### config.mk
export PLATFORM = sky130hd
export DESIGN_NAME = card_list_mgr
export DESIGN_NICKNAME = d
export VERILOG_FILES = /design/src/rtl/card_list_mgr.sv
export SDC_FILE = /design/constraint.sdc
export NUM_CORES = 1
export LEC_CHECK = 0
export ABC_AREA = 1
export CAP_MARGIN = 30
export CELL_PAD_IN_SITES_DETAIL_PLACEMENT = 1
export CELL_PAD_IN_SITES_GLOBAL_PLACEMENT = 1
export CORE_ASPECT_RATIO = 1.5
export CORE_MARGIN = 10
export CORE_UTILIZATION = 45
export DETAILED_ROUTE_END_ITERATION = 8
export PLACE_DENSITY_LB_ADDON = 0.15
export RECOVER_POWER = 100
export SLEW_MARGIN = 5
export SYNTH_ARGS = -nofsm -noshare
export SYNTH_HDL_FRONTEND = slang
export SYNTH_SLANG_ARGS = --single-unit
### constraint.sdc
create_clock -name clock -period 5.7 [get_ports clock]
set_input_delay 1.71 -clock clock [delete_from_list [all_inputs] [get_ports clock]]
set_output_delay 1.71 -clock clock [all_outputs]
set_load 0.02 [all_outputs]
### src/rtl/card_list_mgr.sv
// Linked-list card store: N_LISTS lists plus a free list share one DEPTH-entry memory.
// Address 0 is the null pointer; commands arrive on a valid/ready port and answer with a one-cycle pulse.
module card_list_mgr #(
  parameter int DEPTH   = 64,
  parameter int VALUE_W = 4,
  parameter int SUIT_W  = 2,
  parameter int N_LISTS = 4,
  parameter int IDX_W   = 6,
  localparam int AW     = $clog2(DEPTH),
  localparam int LW     = (N_LISTS > 1) ? $clog2(N_LISTS) : 1
) (
  input  logic               clock,
  input  logic               reset,
  input  logic               cmd_valid,
  output logic               cmd_ready,
  input  logic [1:0]         cmd_op,
  input  logic [LW-1:0]      cmd_list,
  input  logic [IDX_W-1:0]   cmd_idx,
  input  logic [VALUE_W-1:0] cmd_value,
  input  logic [SUIT_W-1:0]  cmd_suit,
  output logic               rsp_valid,
  output logic               rsp_err,
  output logic [VALUE_W-1:0] rsp_value,
  output logic [SUIT_W-1:0]  rsp_suit,
  output logic [AW:0]        free_count,
  output logic               init_done
);

  localparam int FW  = AW + 1;
  localparam int EW  = SUIT_W + VALUE_W + AW;
  localparam int NL2 = 1 << LW;
  localparam logic [LW:0] NL_LIM = (LW + 1)'(N_LISTS);

  localparam logic [1:0] OP_NOP  = 2'b00;
  localparam logic [1:0] OP_INS  = 2'b01;
  localparam logic [1:0] OP_REM  = 2'b10;
  localparam logic [1:0] OP_PEEK = 2'b11;

  typedef enum logic [2:0] {
    S_INIT, S_IDLE, S_ALLOC, S_WALK, S_UNLINK, S_FREE, S_RESP
  } state_t;

  state_t state, state_nxt;

  logic [EW-1:0] mem [DEPTH];
  logic          mem_we;
  logic [AW-1:0] mem_wa;
  logic [EW-1:0] mem_wd;
  logic [AW-1:0] rd_addr;
  logic [EW-1:0] rd;
  logic [AW-1:0] rd_next;
  logic [VALUE_W-1:0] rd_value;
  logic [SUIT_W-1:0]  rd_suit;

  logic [NL2-1:0][AW-1:0] head;
  logic [AW-1:0] free_head;
  logic [AW-1:0] init_ptr;
  logic          init_last;
  logic          list_ok;

  // Captured command and walk context
  logic [1:0]         op_q;
  logic [LW-1:0]      list_q;
  logic [IDX_W-1:0]   idx_q;
  logic [VALUE_W-1:0] value_q;
  logic [SUIT_W-1:0]  suit_q;
  logic [AW-1:0]      cur, prev, cur_next;
  logic [IDX_W-1:0]   cnt;
  logic [VALUE_W-1:0] prev_value, res_value;
  logic [SUIT_W-1:0]  prev_suit, res_suit;
  logic               err_q;

  assign cmd_ready = (state == S_IDLE);
  assign init_last = (init_ptr == AW'(DEPTH - 1));
  assign list_ok   = ({1'b0, cmd_list} < NL_LIM);

  // Single combinational read port: free-list pop in ALLOC, walk pointer otherwise
  assign rd_addr  = (state == S_ALLOC) ? free_head : cur;
  assign rd       = mem[rd_addr];
  assign rd_next  = rd[AW-1:0];
  assign rd_value = rd[AW +: VALUE_W];
  assign rd_suit  = rd[AW + VALUE_W +: SUIT_W];

  always_ff @(posedge clock) begin
    if (mem_we) mem[mem_wa] <= mem_wd;
  end

  always_ff @(posedge clock or posedge reset) begin
    if (reset) state <= S_INIT;
    else       state <= state_nxt;
  end

  always_comb begin
    state_nxt = state;
    mem_we    = 1'b0;
    mem_wa    = init_ptr;
    mem_wd    = '0;
    case (state)
      S_INIT: begin
        // Chains 1 -> 2 -> ... -> DEPTH-1 -> 0; the +1 wraps to null on the last entry
        mem_we = 1'b1;
        mem_wa = init_ptr;
        mem_wd = {SUIT_W'(0), VALUE_W'(0), init_ptr + AW'(1)};
        if (init_last) state_nxt = S_IDLE;
      end
      S_IDLE: begin
        if (cmd_valid && cmd_op != OP_NOP) begin
          if (!list_ok)             state_nxt = S_RESP;
          else if (cmd_op == OP_INS) state_nxt = S_ALLOC;
          else                      state_nxt = S_WALK;
        end
      end
      S_ALLOC: begin
        if (free_count != '0) begin
          mem_we = 1'b1;
          mem_wa = free_head;
          mem_wd = {suit_q, value_q, head[list_q]};
        end
        state_nxt = S_RESP;
      end
      S_WALK: begin
        if (cur == '0)         state_nxt = S_RESP;
        else if (cnt == idx_q) state_nxt = (op_q == OP_REM) ? S_UNLINK : S_RESP;
      end
      S_UNLINK: begin
        if (idx_q != '0) begin
          mem_we = 1'b1;
          mem_wa = prev;
          mem_wd = {prev_suit, prev_value, cur_next};
        end
        state_nxt = S_FREE;
      end
      S_FREE: begin
        mem_we    = 1'b1;
        mem_wa    = cur;
        mem_wd    = {res_suit, res_value, free_head};
        state_nxt = S_IDLE;
      end
      S_RESP:  state_nxt = S_IDLE;
      default: state_nxt = S_INIT;
    endcase
  end

  always_ff @(posedge clock or posedge reset) begin
    if (reset) begin
      init_ptr   <= AW'(1);
      free_head  <= '0;
      free_count <= '0;
      init_done  <= 1'b0;
      head       <= '0;
      rsp_valid  <= 1'b0;
      rsp_err    <= 1'b0;
      rsp_value  <= '0;
      rsp_suit   <= '0;
    end else begin
      // FREE both returns the entry and issues the response, saving a cycle on REMOVE
      rsp_valid <= (state == S_RESP) || (state == S_FREE);
      if (state == S_RESP || state == S_FREE) begin
        rsp_err   <= err_q;
        rsp_value <= res_value;
        rsp_suit  <= res_suit;
      end
      case (state)
        S_INIT: begin
          init_ptr <= init_ptr + AW'(1);
          if (init_last) begin
            free_head  <= AW'(1);
            free_count <= FW'(DEPTH - 1);
            init_done  <= 1'b1;
          end
        end
        S_ALLOC: begin
          if (free_count != '0) begin
            head[list_q] <= free_head;
            free_head    <= rd_next;
            free_count   <= free_count - FW'(1);
          end
        end
        S_UNLINK: begin
          if (idx_q == '0) head[list_q] <= cur_next;
        end
        S_FREE: begin
          free_head  <= cur;
          free_count <= free_count + FW'(1);
        end
        default: ;
      endcase
    end
  end

  always_ff @(posedge clock) begin
    case (state)
      S_IDLE: begin
        if (cmd_valid) begin
          op_q      <= cmd_op;
          list_q    <= cmd_list;
          idx_q     <= cmd_idx;
          value_q   <= cmd_value;
          suit_q    <= cmd_suit;
          cur       <= head[cmd_list];
          prev      <= '0;
          cnt       <= '0;
          err_q     <= !list_ok;
          res_value <= '0;
          res_suit  <= '0;
        end
      end
      S_ALLOC: begin
        if (free_count == '0) begin
          err_q     <= 1'b1;
          res_value <= '0;
          res_suit  <= '0;
        end else begin
          err_q     <= 1'b0;
          res_value <= value_q;
          res_suit  <= suit_q;
        end
      end
      S_WALK: begin
        if (cur == '0) begin
          err_q     <= 1'b1;
          res_value <= '0;
          res_suit  <= '0;
        end else if (cnt == idx_q) begin
          err_q     <= 1'b0;
          res_value <= rd_value;
          res_suit  <= rd_suit;
          cur_next  <= rd_next;
        end else begin
          prev       <= cur;
          prev_value <= rd_value;
          prev_suit  <= rd_suit;
          cur        <= rd_next;
          cnt        <= cnt + IDX_W'(1);
        end
      end
      default: ;
    endcase
  end

endmodule
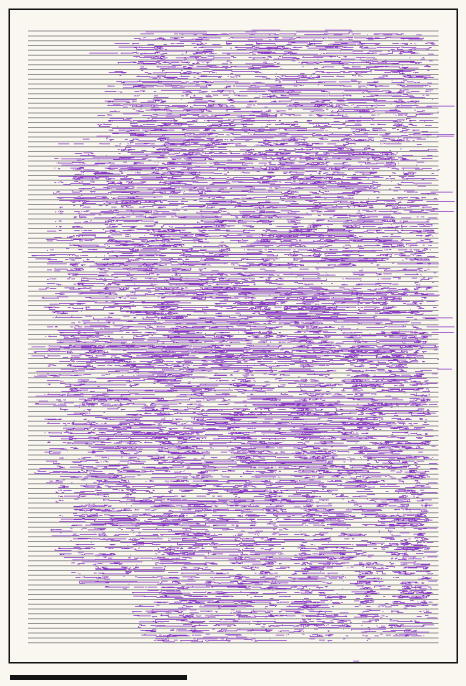
layer_met1.png
The bar under the picture is 100 um long. Supply wires on this layer in gray.
3,039 nets have wire on it. The wires run mostly horizontal.

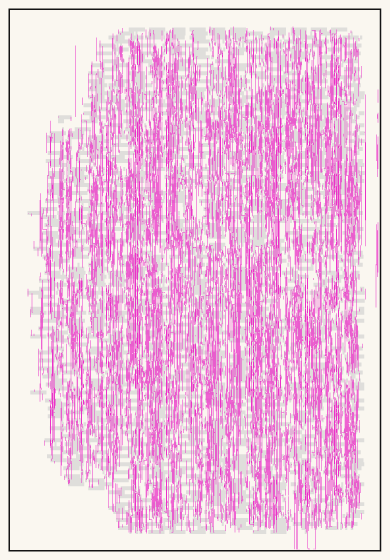
layer_met2.png
The longest straight run is 130 um. The wires run mostly vertical. The layer holds 52% of the routed length.

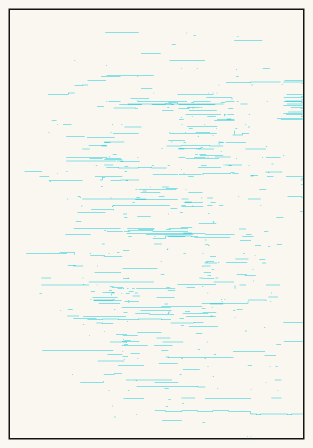
layer_met3.png
The wires run mostly horizontal. The longest straight run is 67.6 um. The layer carries 4,960 um of wire. The layer holds 4.3% of the routed length.

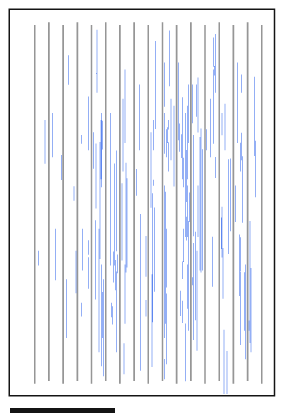
layer_met4.png
The bar under the picture is 100 um long. Supply wires on this layer in gray.
The layer carries 7,350 um of wire. The wires run mostly vertical. The layer holds 6.3% of the routed length.

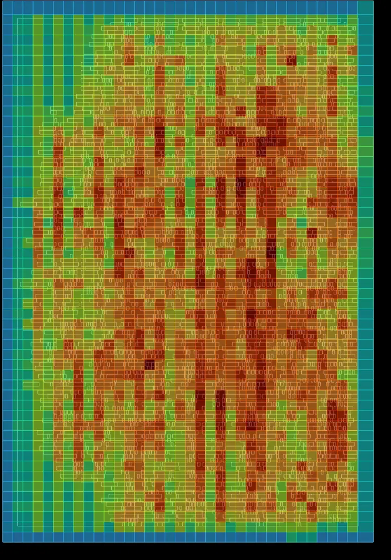
congestion.png
Most Crowded Layer GR: met2
GRT met3 Usage: 3.07%
met2 usage: 44.0%

==> sequential cells by signal, indices dropped and copies added (netlist names), 3 cells and up <==
register and cells:
cur_next 6, mem 768, free_head 6, init_ptr 6, res_value 4, idx_q 6, free_count 7, head 24
prev 6, cur 6, value_q 4, state 3, rsp_value 4, cnt 6, prev_value 4
==> path summary, 6_finish.rpt <==
kind | start | end | slack, ps | cells after the start
max reg2reg | state[0]$_DFFE_PP0P_ | mem[42][4]$_DFFE_PP_ | 660 | 12
max in group asynchronous | reset | head[4]$_DFFE_PP0P_ | 1700 | 3
min reg2reg | init_done$_DFFE_PP0P_ | init_done$_DFFE_PP0P_ | 450 | 1
max | state[0]$_DFFE_PP0P_ | mem[42][4]$_DFFE_PP_ | 660 | 12
min in group asynchronous | reset | rsp_value[2]$_DFFE_PP0P_ | 1770 | 2
min | init_done$_DFFE_PP0P_ | init_done$_DFFE_PP0P_ | 450 | 1
==> layout make-up <==
| class | count | area share (%) |
|---|---|---|
| flip-flops and latches | 876 | 63.6 |
| multi-input cells | 2001 | 22.4 |
| clock buffers | 95 | 5.34 |
| well taps | 1032 | 3.15 |
| repair buffers | 152 | 2.69 |
| clock inverters | 58 | 1.78 |
| inverters | 116 | 1.07 |
==> cells in the mapped netlist (2+ instances only) <==
cell type,count
a21o_1,3
clkbuf_1,80
and2_1,2
a31oi_1,2
o2111ai_1,6
buf_1,14
nor4_1,2
ha_1,7
dfrtp_1,54
nor2_2,2
buf_4,21
xnor2_1,2
a211oi_1,2
nand3b_1,2
o221ai_1,4
nor2_1,133
o21ai_2,2
mux2_2,7
o22ai_1,8
a21oi_2,2
buf_2,65
nand3_1,815
inv_2,5
edfxtp_1,821
nand4_1,5
a21oi_1,35
nand2_1,865
a22oi_1,5
nor3_1,5
o21ai_1,13
o21ai_0,55
inv_1,111
xor2_1,6
==> worst register-to-register path: cells and delay by family, from the launching register on <==
family	cells	cell delay (ps)
simple gates	6	2800
buf+inv	4	1070
compound gates	2	360
flops	1	420
==> per-stage QoR <==
| step | util (%) | instance area [sq um] |
|---|---|---|
| after CTS | 51.4 | 41200 |
| after global routing | 51.1 | 41000 |
| after floorplan | - | 36400 |
| after detailed placement | 47.8 | 38300 |
| final | 51.1 | 41000 |
| after global placement | 47.6 | 38100 |
==> report_power, final <==
group	switching (mW)	internal (mW)	total [mW]
Combinational	8.23	2.50	10.7
Sequential	0.318	8.68	9.00
Clock	2.56	3.39	5.95
Total	11.1	14.6	25.7
==> per-layer routing <==
layer	vias to the layer above	global-route usage, %
met5	-	0
met4	2	15.2
met3	290	3.07
met2	742	44.0
met1	12900	27.9
li1	11300	-
==> logic make-up after synthesis <==
group / synth area share (%)
fa+ha+maj: 0.296
compound gates: 2.32
buf+inv: 3.53
flops: 71.6
simple gates: 21.9
xor+xnor: 0.193
mux: 0.217
==> qor.txt <==
Status: finished, violations left
Failing checks: max-capacitance violations, max-slew violations
Die W: 252 um
CTS Hold Bufs: 0
Yosys chip area: 0.0364 sq mm
Fillers: 8,397
H-tree levels: 3
Worst-path cell with the longest stage delay: nor2_1
RSZ-0062 raised after global routing: false
DP HPWL: 72.9 mm
Maximum VDD drop: 0.444 mV
Post-Synthesis Net Count: 3,201
CTS tree: yes
Setup violators final: 0
CP cell instances: inv_1 -> nand3_2 -> nor2_1 -> inv_1 -> nand2_1 -> o21ai_0 -> clkinv_1 -> o21ai_0 -> nor2_1 -> nand3_1 -> nor2_1 -> clkbuf_1
Longest Clk Path Bufs: 3
CTS resizes: 0
Setup slack at placement: 1090 ps
Max transition margin: -67.2%
Postcts setup bufs: 0
CTS buffer count: 86
Crit path max-delay family: simple AND/OR/NAND/NOR gates
Final setup skew: 39.5 ps
Worst setup margin: 660 ps
Dominant logic cell type in the layout: nand2_1
Post-synth EDFFs: 821
Worst hold slack: 454 ps
WL final: 116 mm
Crit path buffers/inverters: 4
Io pins: 36
Pre-Place Util: 45.4%
Met2 wire len: 60.6 mm
Setup tns final: 0 ps
Layout cells sized above 1: 6.16%
Cells after DPL: 4,161
Max-Cap Viols: 12
Yosys Instances: 3,174
Synth Area per Inst: 11.5 sq um
Met1 wire length: 43.2 mm
Vias/cell: 5.84
Synth Flop Type: edfxtp_1
Highest Signal Layer: met5
Post-Syn Area: 0.0364 sq mm
Top Layout Cells: nand2_1 (864), edfxtp_1 (821), nand3_1 (812), nor2_1 (134), inv_1 (112)
Pwr Total: 25.7 mW
Vias: 25,300
Initial antenna violation count: 1
First-pass DRT Iterations: 7
Largest cells by area after synthesis: edfxtp_1 (68%), nand3_1 (11%), nand2_1 (8.9%), dfrtp_1 (3.7%), nor2_1 (1.4%)
Final Hold Vio Count: 0
Pleak: 14.8 nW
Tool warnings: 30
Ys Warns: 0
Least-Margin Pin Slew: 2490 ps
Largest net degree at the start of global routing: 132
First-pass GRT wire length: 171 mm
Die height: 368 um
Num Clock Sinks: 876
Power Dens Cells: 627 mW/mm^2
Sequential share of the synthesized area: 71.6%
Area of the multi-input gates: 0.00918 sq mm
Async set-reset flop share out of synthesis: 6.28%
Synth Instances: 3,174
Core Area: 0.0801 sq mm
Startpoint types: flop
CP endpoint kind: flop
Data required, critical path: 6000 ps
Crit-path max FO: 15
Nets: 3,260
Critical path class: flop to flop
Layout area overhead: 12.6%
Post-synth top area cell: edfxtp_1
Hold Path Class: flop to flop
Antenna Nets Post-Route: 0
Site Rows: 127
CP max stage delay: 900 ps
Die area: 0.0928 sq mm
WL per Instance: 26.8 um
Final Max Slew Viols: 516
GRT Overall Usage: 24.7%
# port buffers: 35
Final min period: 5040 ps
Sequential cell area: 0.0260 sq mm
Registers, synthesis: 876
Vias in the first global route: 26,700
Diode count: 0
Routed wl met3: 4.96 mm
Final Cycle Share: 88.4%
Unique cell types: 46
Power is estimated from default activity; no workload was simulated.
